[config.mk]
export PLATFORM = sky130hd
export DESIGN_NAME = note_tone_synth
export DESIGN_NICKNAME = d
export VERILOG_FILES = /design/src/rtl/note_tone_synth.sv
export SDC_FILE = /design/constraint.sdc
export NUM_CORES = 1
export LEC_CHECK = 0
export CORE_MARGIN = 10
export CORE_UTILIZATION = 30
export DETAILED_ROUTE_END_ITERATION = 16
export DONT_BUFFER_PORTS = 1
export PLACE_DENSITY_LB_ADDON = 0.05
export SLEW_MARGIN = 25
export SYNTH_ARGS = -nofsm -noshare
export SYNTH_HDL_FRONTEND = slang
export SYNTH_SLANG_ARGS = --single-unit
[constraint.sdc]
create_clock -name clk -period 3.8 [get_ports clk]
set_input_delay 0.57 -clock clk [delete_from_list [all_inputs] [get_ports clk]]
set_output_delay 0.57 -clock clk [all_outputs]
set_load 0.03 [all_outputs]
[src/rtl/note_tone_synth.sv]
// Note player: takes {note code, beats} over valid/ready, plays a square wave
// on spk1 for the note length minus a trailing silent gap, and holds one
// pending note so the sequencer can queue ahead.
module note_tone_synth #(
  parameter int unsigned CLK_HZ      = 50000000,
  parameter int unsigned BEAT_CYCLES = 16666660,
  parameter int unsigned GAP_CYCLES  = 500000
) (
  input  logic       clk,
  input  logic       rst_n,
  input  logic       note_valid,
  output logic       note_ready,
  input  logic [3:0] note_code,
  input  logic [3:0] note_beats,
  output logic       spk1,
  output logic       busy,
  output logic       note_done
);

  typedef enum logic [1:0] {
    S_IDLE,
    S_TONE,
    S_GAP
  } state_e;

  // Octave-4 half periods in clk cycles; octave 5 is derived by halving.
  localparam logic [16:0] HP_C4 = 17'(CLK_HZ / 261 / 2);
  localparam logic [16:0] HP_D4 = 17'(CLK_HZ / 293 / 2);
  localparam logic [16:0] HP_E4 = 17'(CLK_HZ / 329 / 2);
  localparam logic [16:0] HP_F4 = 17'(CLK_HZ / 349 / 2);
  localparam logic [16:0] HP_G4 = 17'(CLK_HZ / 392 / 2);
  localparam logic [16:0] HP_A4 = 17'(CLK_HZ / 440 / 2);
  localparam logic [16:0] HP_B4 = 17'(CLK_HZ / 493 / 2);

  localparam logic [31:0] BEAT_W = 32'(BEAT_CYCLES);
  localparam logic [31:0] GAP_W  = 32'(GAP_CYCLES);

  function automatic logic [16:0] hp_lookup(input logic [3:0] code);
    logic [16:0] hp4;
    case (code)
      4'd1, 4'd8:  hp4 = HP_C4;
      4'd2, 4'd9:  hp4 = HP_D4;
      4'd3, 4'd10: hp4 = HP_E4;
      4'd4, 4'd11: hp4 = HP_F4;
      4'd5, 4'd12: hp4 = HP_G4;
      4'd6, 4'd13: hp4 = HP_A4;
      4'd7, 4'd14: hp4 = HP_B4;
      default:     hp4 = '0;
    endcase
    return (code >= 4'd8) ? (hp4 >> 1) : hp4;
  endfunction

  state_e      state_q, state_d;
  logic        pend_valid_q, pend_valid_d;
  logic [3:0]  pend_code_q, pend_code_d;
  logic [3:0]  pend_beats_q, pend_beats_d;
  logic [16:0] hp_cnt_q, hp_cnt_d;
  logic [16:0] hp_reload_q, hp_reload_d;
  logic        rest_q, rest_d;
  logic [31:0] phase_cnt_q, phase_cnt_d;
  logic        spk_q, spk_d;

  logic        accept;
  logic        take_pend;
  logic [16:0] pend_hp;
  logic        pend_rest;

  assign note_ready = rst_n & ~pend_valid_q;
  assign accept     = note_valid & note_ready;
  assign busy       = (state_q != S_IDLE) | pend_valid_q;
  assign spk1       = spk_q;
  assign pend_hp    = hp_lookup(pend_code_q);
  assign pend_rest  = (pend_code_q == 4'd0) | (pend_code_q == 4'd15);

  // Register all state; synchronous active-low reset aborts any note.
  always_ff @(posedge clk) begin
    if (!rst_n) begin
      state_q      <= S_IDLE;
      pend_valid_q <= 1'b0;
      pend_code_q  <= '0;
      pend_beats_q <= '0;
      hp_cnt_q     <= '0;
      hp_reload_q  <= '0;
      rest_q       <= 1'b0;
      phase_cnt_q  <= '0;
      spk_q        <= 1'b0;
    end else begin
      state_q      <= state_d;
      pend_valid_q <= pend_valid_d;
      pend_code_q  <= pend_code_d;
      pend_beats_q <= pend_beats_d;
      hp_cnt_q     <= hp_cnt_d;
      hp_reload_q  <= hp_reload_d;
      rest_q       <= rest_d;
      phase_cnt_q  <= phase_cnt_d;
      spk_q        <= spk_d;
    end
  end

  // Next-state: tone/gap sequencing, pending-slot consume and accept.
  always_comb begin
    state_d      = state_q;
    pend_valid_d = pend_valid_q;
    pend_code_d  = pend_code_q;
    pend_beats_d = pend_beats_q;
    hp_cnt_d     = hp_cnt_q;
    hp_reload_d  = hp_reload_q;
    rest_d       = rest_q;
    phase_cnt_d  = phase_cnt_q;
    spk_d        = spk_q;
    note_done    = 1'b0;
    take_pend    = 1'b0;

    case (state_q)
      S_IDLE: begin
        take_pend = pend_valid_q;
      end
      S_TONE: begin
        if (!rest_q) begin
          if (hp_cnt_q == '0) begin
            spk_d    = ~spk_q;
            hp_cnt_d = hp_reload_q - 17'd1;
          end else begin
            hp_cnt_d = hp_cnt_q - 17'd1;
          end
        end
        if (phase_cnt_q == '0) begin
          state_d     = S_GAP;
          phase_cnt_d = GAP_W - 32'd1;
          spk_d       = 1'b0;
        end else begin
          phase_cnt_d = phase_cnt_q - 32'd1;
        end
      end
      S_GAP: begin
        spk_d = 1'b0;
        if (phase_cnt_q == '0) begin
          note_done = 1'b1;
          state_d   = S_IDLE;
          take_pend = pend_valid_q;
        end else begin
          phase_cnt_d = phase_cnt_q - 32'd1;
        end
      end
      default: begin
        state_d = S_IDLE;
      end
    endcase

    // Slot consume is shared by IDLE and end-of-gap so back-to-back notes
    // start with no IDLE cycle; a zero-beat note is simply dropped.
    if (take_pend) begin
      pend_valid_d = 1'b0;
      if (pend_beats_q != '0) begin
        state_d     = S_TONE;
        rest_d      = pend_rest;
        hp_reload_d = pend_hp;
        hp_cnt_d    = pend_rest ? '0 : (pend_hp - 17'd1);
        phase_cnt_d = ({28'd0, pend_beats_q} * BEAT_W) - GAP_W - 32'd1;
        spk_d       = 1'b0;
      end
    end

    if (accept) begin
      pend_valid_d = 1'b1;
      pend_code_d  = note_code;
      pend_beats_d = note_beats;
    end
  end

endmodule

### Sequential cells grouped by signal name, run 1

Scale bar: 50 um. Other sequential cells in the stronger gray, the rest of the logic in the fainter gray.
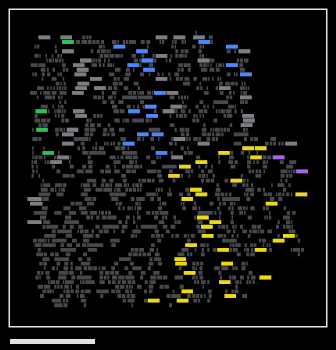
`hp_reload_q` -> blue  # sequential cells 17, where top center
`pend_code_q` -> green  # sequential cells 4
`phase_cnt_q` -> yellow  # sequential cells 32
`state_q` -> purple  # sequential cells 2
not colored = 41

### Clock network drawn from the DEF, run 1

Scale bar: 50 um.
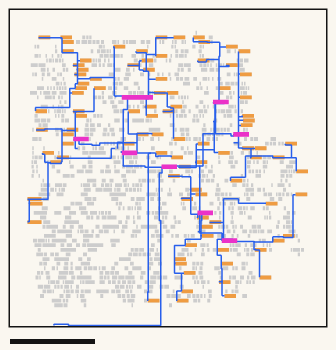
cells driving clock nets -> magenta  # count 9
clock wires -> blue  # length 1740 um
flip-flops -> orange  # count 96
routed clock nets = 10
flops lie = all over the die

### Drive-strength map, run 1

Scale bar: 50 um.
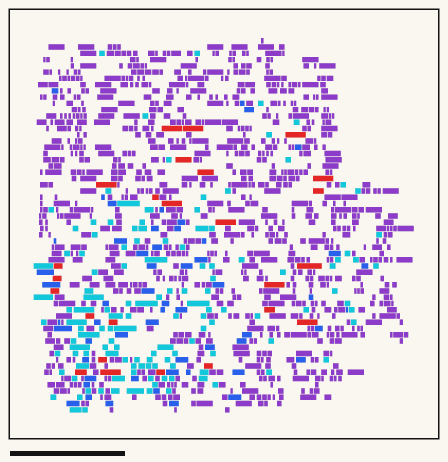
drive 3 to 4 -> cyan  # cells 129, share 11%
drive 2 -> blue  # cells 55, share 4.8%
drive 6 and up -> red  # cells 25, share 2.2%
drive 1 or less -> purple  # cells 939, share 82%

### A small window of the routed layout, run 1

Region (125, 32) to (155, 62) um. Cells in gray, sequential cells in the stronger gray; small squares are vias.
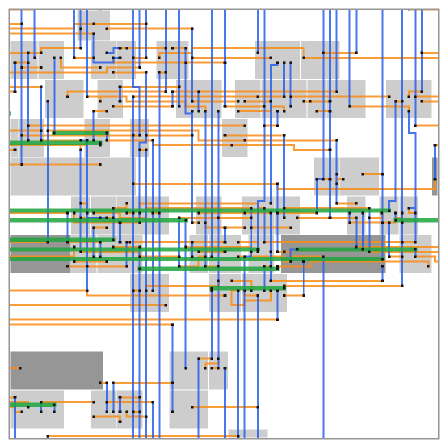
met3 -> green
met1 -> orange
met2 -> blue
cells with their middle in the window = 50
netlist names of flops here include = `phase_cnt_q` (3)
most frequent = nor2_1 (6), o21ai_0 (5), buf_4 (5)
sequential cells in the window = 3

==> qor.yml, run 1 <==
cells_and_area:
  signal_buffers: 113
  lay_top_count: "buf_4"
  finish.utilization_pct: 37.0
  final-comb-area_mm2: 0.00630
  syn_to_final_growth_pct: 20.9
  comb_area_share_pct: 63.0
  n_antenna_cell: 0
  final.fill_count: 2873
  clockBufferCount: 12
  clock_cell_area_share_pct: 3.07
  seq_share_pct: 19.3
  biggestCellCategory: "multi-input combinational cells"
  n_all_inverters: 30
  comb.multi_input.count: 893
logic_synthesis:
  yosysTopAreaCell: "dfxtp_1"
  avgSynthCellArea_um2: 7.65
  netlist.area_leader.share_pct: 23.2
  syn_nets: 1147
  edf_count: 0
  synth-area-yosys_mm2: 0.00828
  synth-seq-area-share_pct: 23.2
  ys_ff: 96
  flop_cell: "dfxtp_1"
  synth_warnings: 0
  synth_area_mm2: 0.00828
  syn_inst: 1082
  yosysMostFrequentCell: "nor2_1"
grt:
  grt_usage_pct: 15.7
  grt_pass1_wl_um: 43500
  gr-total-overflow: 0
  grt_pass1_vias: 7777
  antenna_found_initial: 0
  grt_max_degree: 41
floorplan:
  die_w_um: 186
  rows: 60
  die-area_mm2: 0.0346
  n_tap_cell: 341
  core_util_floorplan_pct: 30.6
hold_path:
  hold_path_depth: 2
  min_delay_worst_endpoint: "pend_beats_q[0]"
critical_path:
  end_kind: "flop"
  r2r_end: "phase_cnt_q[31]"
  reg2reg_slack_ns: -0.03
  cpMaxStageDelayCell: "fa_2"
  cpMostUsedCell: "fa_2"
  rr_startpoint: "pend_beats_q[2]"
  crit_arrival_ns: 4.11
  criticalPathCategory: "reg2reg"
  required_ns: 4.08
  critPathMaxFanout: 5
  cpPeakStageDelay_ns: 0.61
  ff2ff_path_depth: 12
  crit_chain: "fa_2, inv_2, fa_2, ha_4, a21oi_4, o21ai_2, a31o_2, o31a_1, or2_4, o32a_1, a211o_1, a211oi_2"
routing:
  initialDrtViolationCount: 439
  num_vias: 8232
  dr.pass1.iters: 5
  met1_length_um: 14600
  wirelength_um: 27200
  routed-wl-met3_um: 1130
  wl_met2_um: 11300
sta:
  whs_ns: 0.348
  drv_slew: 0
  max_slew_margin_pct: 53.1
  fin_setup_tns_ns: -0.0709
  period_used_pct: 101
  rsz0062_at_grt: "true"
  hold_violations: 0
  tightest_slew_ns: 0.698
  fmaxAchievable_mhz: 261
  setup_violations: 3
  finalWorstSetupSlack_ns: -0.0344
  finClkSkew_ns: 0.0119
clock_network:
  insertion_delay_ns: 0.36
  clkTransAtPathRegs_ns: 0.07
  numClockSinks: 96
  clockBufferDepth: 2
  clockRootBuffer: "clkbuf_16"
  cts_max_level: 3
  cts_tree: "done"
  numCtsBuffers: 9
run_status:
  run_status: "finished with violations"
  violations: "setup timing"
placement:
  gp_congestion: 0.837
job:
  max_cap_violations: 0
  tool_warnings: 53
power_and_ir_drop:
  clkPwrFrac_pct: 23.1
  internal-power_uw: 2510
  vdd_drop_max_mv: 0.230
  sw_frac_of_total_pct: 41.7
  total_power_uw: 4310
  powerDensity_mw_per_mm2: 430
  combPwrFrac_pct: 48.6
## run 1: metrics by stage
stage,area [um2],cells
after floorplan,8360,1082
after global placement,9310,1460
after detailed placement,9310,1460
after CTS,9760,1484
after global routing,10000,1489
final,10000,1489
## run 1: logic make-up after synthesis
logic type,synth area share [%]
simple gates,26.0
fa+ha+maj,8.61
mux,2.43
compound gates,29.3
xor+xnor,6.07
flops,23.2
buf+inv,4.35
## run 1: metal layers
layer / GRT usage (%) / vias up
li1: - / 4198
met1: 23.6 / 3878
met2: 22.6 / 141
met3: 2.72 / 15
met4: 3.48 / 0
met5: 0 / -
## run 1: power by group through the flow
stage	combinational [uW]	sequential [uW]	clock, uW
global placement	1950	1240	0
finish	2100	1220	997
floorplan	1370	1200	0
global route	2320	1230	1050
CTS	2020	1210	1030
detailed placement	1940	1240	0
## run 1: worst max path at each step
stage	startpoint	slack (ns)	to	cells after the start
finish	pend_beats_q[2]	-0.03	phase_cnt_q[31]	12
global route	pend_beats_q[2]	-0.16	phase_cnt_q[31]	12
CTS	pend_beats_q[3]	-0.05	phase_cnt_q[31]	12
detailed placement	pend_beats_q[2]	-0.18	phase_cnt_q[31]	12
global placement	pend_beats_q[2]	-0.15	phase_cnt_q[31]	12
floorplan	pend_beats_q[2]	-0.09	phase_cnt_q[28]	12
## run 1: what timing repair did
action                     4_1_cts  5_1_grt
setup endpoints to repair        7       10
gates cloned                     0        1
buffers inserted                 8        5
pin swaps                       17       26
gates resized                   16       35
## run 1: worst reg2reg max path, cell delays in order (launching register included)
cell	delay, ns
dfxtp_4	0.35
fa_2	0.61
inv_2	0.05
fa_2	0.59
ha_4	0.25
a21oi_4	0.15
o21ai_2	0.09
a31o_2	0.22
o31a_1	0.26
or2_4	0.25
o32a_1	0.38
a211o_1	0.37
a211oi_2	0.18
==> run 2, diff against run 1 <==
CORE_MARGIN = unset   (was 10)
REMOVE_ABC_BUFFERS = 1   (was unset)
### Clock network drawn from the DEF, run 2

Scale bar: 50 um.
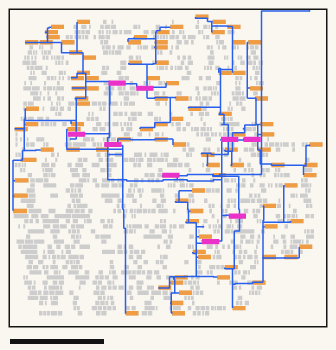
cells driving clock nets -> magenta  # count 9
flip-flops -> orange  # count 96
clock wires -> blue  # length 1680 um
flops lie = all over the die

### Drive-strength map, run 2

Scale bar: 50 um.
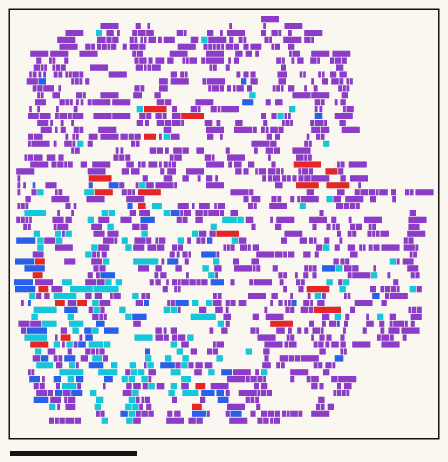
drive 1 or less -> purple  # cells 941, share 82%
drive 2 -> blue  # cells 55, share 4.8%
drive 6 and up -> red  # cells 24, share 2.1%
drive 3 to 4 -> cyan  # cells 129, share 11%

==> run 2 against run 1 <==
Compared with the run above:
- the flow still finishes with violations (setup timing)
- clock power rose by 5%
- critical path type unchanged
- maximum frequency fell by 0.88%
- wire length fell by 1.3%
- first-iteration DRC count rose by 33%
- clock-buffer cell count did not move
==> qor.yml, run 2 <==
run_status:
  run_status: "finished with violations"
  violations: "setup timing"
sta:
  finClkSkew_ns: 0.0118  # -0.00000180 ns
  tightest_slew_ns: 0.759  # +0.0614 ns
  rsz0062_at_grt: "true"
  drv_slew: 0  # unchanged
  whs_ns: 0.342  # -0.00583 ns
  max_slew_margin_pct: 49.0  # -4.1 points
  setup_violations: 2  # -1
  fmaxAchievable_mhz: 258  # -0.88%
  period_used_pct: 102  # +0.90 points
  finalWorstSetupSlack_ns: -0.0686  # -0.0341 ns
  fin_setup_tns_ns: -0.121  # -0.0499 ns
  hold_violations: 0  # unchanged
grt:
  antenna_found_initial: 0  # unchanged
  grt_pass1_vias: 7590  # -2.4%
  grt_max_degree: 83  # +100%
  gr-total-overflow: 0  # unchanged
  grt_pass1_wl_um: 43000  # -1.0%
  grt_usage_pct: 19.2  # +3.5 points
logic_synthesis:
  topCombFamilyByArea: "AND-OR/OR-AND gates"
  ys_ff: 96  # unchanged
  fa_ha_area_share_pct: 8.61  # unchanged
  syn_inst: 1082  # unchanged
  synth-seq-area-share_pct: 23.2  # unchanged
  async_flop_share_pct: 0
  synth_warnings: 0  # unchanged
  avgSynthCellArea_um2: 7.65  # unchanged
  yosysMostFrequentCell: "nor2_1"
  edf_count: 0  # unchanged
  synth-simple-area-share_pct: 26.0  # unchanged
  mux_area_share_pct: 2.43  # unchanged
  synth-area-yosys_mm2: 0.00828  # unchanged
  ys_sh_xor_pct: 6.07  # unchanged
  yosysTopAreaCell: "dfxtp_1"
  flop_cell: "dfxtp_1"
  netlist.area_leader.share_pct: 23.2  # unchanged
  ys_sh_aoi_pct: 29.3  # unchanged
  synth_area_mm2: 0.00828  # unchanged
clock_network:
  hold_buffers: 0
  cts_max_level: 3  # unchanged
  cts_tree: "done"
  numClockSinks: 96  # unchanged
  clkTransAtPathRegs_ns: 0.07  # about the same
  clockBufferDepth: 2  # unchanged
  insertion_delay_ns: 0.36  # about the same
  numCtsBuffers: 9  # unchanged
  clockRootBuffer: "clkbuf_16"
power_and_ir_drop:
  vdd_drop_max_mv: 0.205  # -11%
  powerDensity_mw_per_mm2: 436  # +1.4%
cells_and_area:
  final.fill_count: 2848  # -0.87%
  final-comb-area_mm2: 0.00626  # -0.65%
  syn_to_final_growth_pct: 20.4
  n_antenna_cell: 0  # unchanged
  lay_top_count: "buf_4"
  fin_area_mm2: 0.00997  # -0.38%
  finish.utilization_pct: 36.9  # -0.14 points
  final_cells: 1490  # +0.067%
critical_path:
  criticalPathCategory: "reg2reg"
  end_kind: "flop"
  cp.depth: 13  # +1
  cpMostUsedCell: "fa_2"
  cpPeakStageDelay_ns: 0.61  # about the same
  worst-path-buf-inv: 2
  ff2ff_path_depth: 13  # +1
  critPathMaxFanout: 13  # +8
  crit_chain: "fa_2, inv_2, fa_2, ha_4, buf_12, nor3_4, a21oi_2, o31a_1, a31oi_4, nand2_2, or4_4, a211o_4, a211oi_2"
  crit_arrival_ns: 4.14  # +0.03 ns
  reg2reg_slack_ns: -0.07  # -0.03 ns
  required_ns: 4.08  # about the same
  cp-start-kind: "flop"
  cpMaxStageDelayCell: "fa_2"
  critical_path.top_delay_family: "adder cells"
floorplan:
  die-area_mm2: 0.0283  # -18%
  rows: 60  # unchanged
  die_w_um: 168  # -9.7%
  core_util_floorplan_pct: 30.6  # unchanged
  coreArea_mm2: 0.0270
routing:
  num_vias: 8291  # +0.72%
  drc_errors: 0
  initialDrtViolationCount: 583  # +33%
  dr.pass1.iters: 6  # +1
  wirelength_um: 26900  # -1.3%
  drt-wirelength-per-cell_um: 18.0
job:
  max_cap_violations: 0  # unchanged
  tool_warnings: 50  # -5.7%
placement:
  placed_area_mm2: 0.00926  # -0.52%
  placed_cells: 1464  # +0.27%
  gp_congestion: 0.812  # -3.0%
  port_buffers: 0
hold_path:
  hold_path_depth: 2  # unchanged
## run 2: cell types whose count changed in the layout (fill, tap and decap cells not counted), moves of 2 or more
cell     delta
nor3_2      -3
dfxtp_2     +2
buf_4       +3
nor3_1      +2
## run 2: layer usage
metal,vias up,routed length [um],part of all wire [%],GRT usage (%)
met3,22,908,3.4,2.30
met4,0,515,1.9,4.70
met2,167,11100,41,28.2
met1,3897,14300,53,29.4
li1,4205,-,-,-
met5,-,0,0,0
## run 2: cell type report
type                            count  area share, %
Tap cell                          341           4.28
Clock inverter                      4          0.740
Timing Repair Buffer              114           9.13
Clock buffer                       12           2.57
Sequential cell                    96           19.3
Inverter                           30           1.13
Multi-Input combinational cell    893           62.8
## run 2: worst paths after layout
kind | to | from
max reg2reg | phase_cnt_q[30] | pend_beats_q[1]
max | phase_cnt_q[30] | pend_beats_q[1]
min reg2reg | hp_reload_q[16] | hp_reload_q[16]
min | phase_cnt_q[18] | rst_n
## run 2: stage by stage
step	power, uW	worst slack (ns)
finish	4350	-0.0686
global route	4650	-0.179
CTS	4310	0.00428
detailed placement	3170	-0.321
global placement	3190	-0.284
floorplan	2490	-1.00
## run 2: report_power, final
group | internal, uW | switching, uW
logic | 853 | 1230
clock network | 616 | 433
registers | 1100 | 123
total | 2570 | 1780
## run 2: kinds of logic (layout without fill, tap and decap cells)
kind of cell / after synthesis / in the layout
xor gates and xnor gates: 54 / 54
muxes: 20 / 20
adders and majority gates: 54 / 54
DFF: 96 / 96
AOI/OAI and AO/OA: 354 / 354
buffers and inverters: 93 / 160
and+or+nand+nor: 411 / 411
## run 2: timing repair
action,in CTS,in global routing
resized,33,31
setup buffers,3,8
gates cloned,0,0
endpoints found under the setup margin,7,9
pin swaps,24,18
Power and IR drop assume default switching activity.
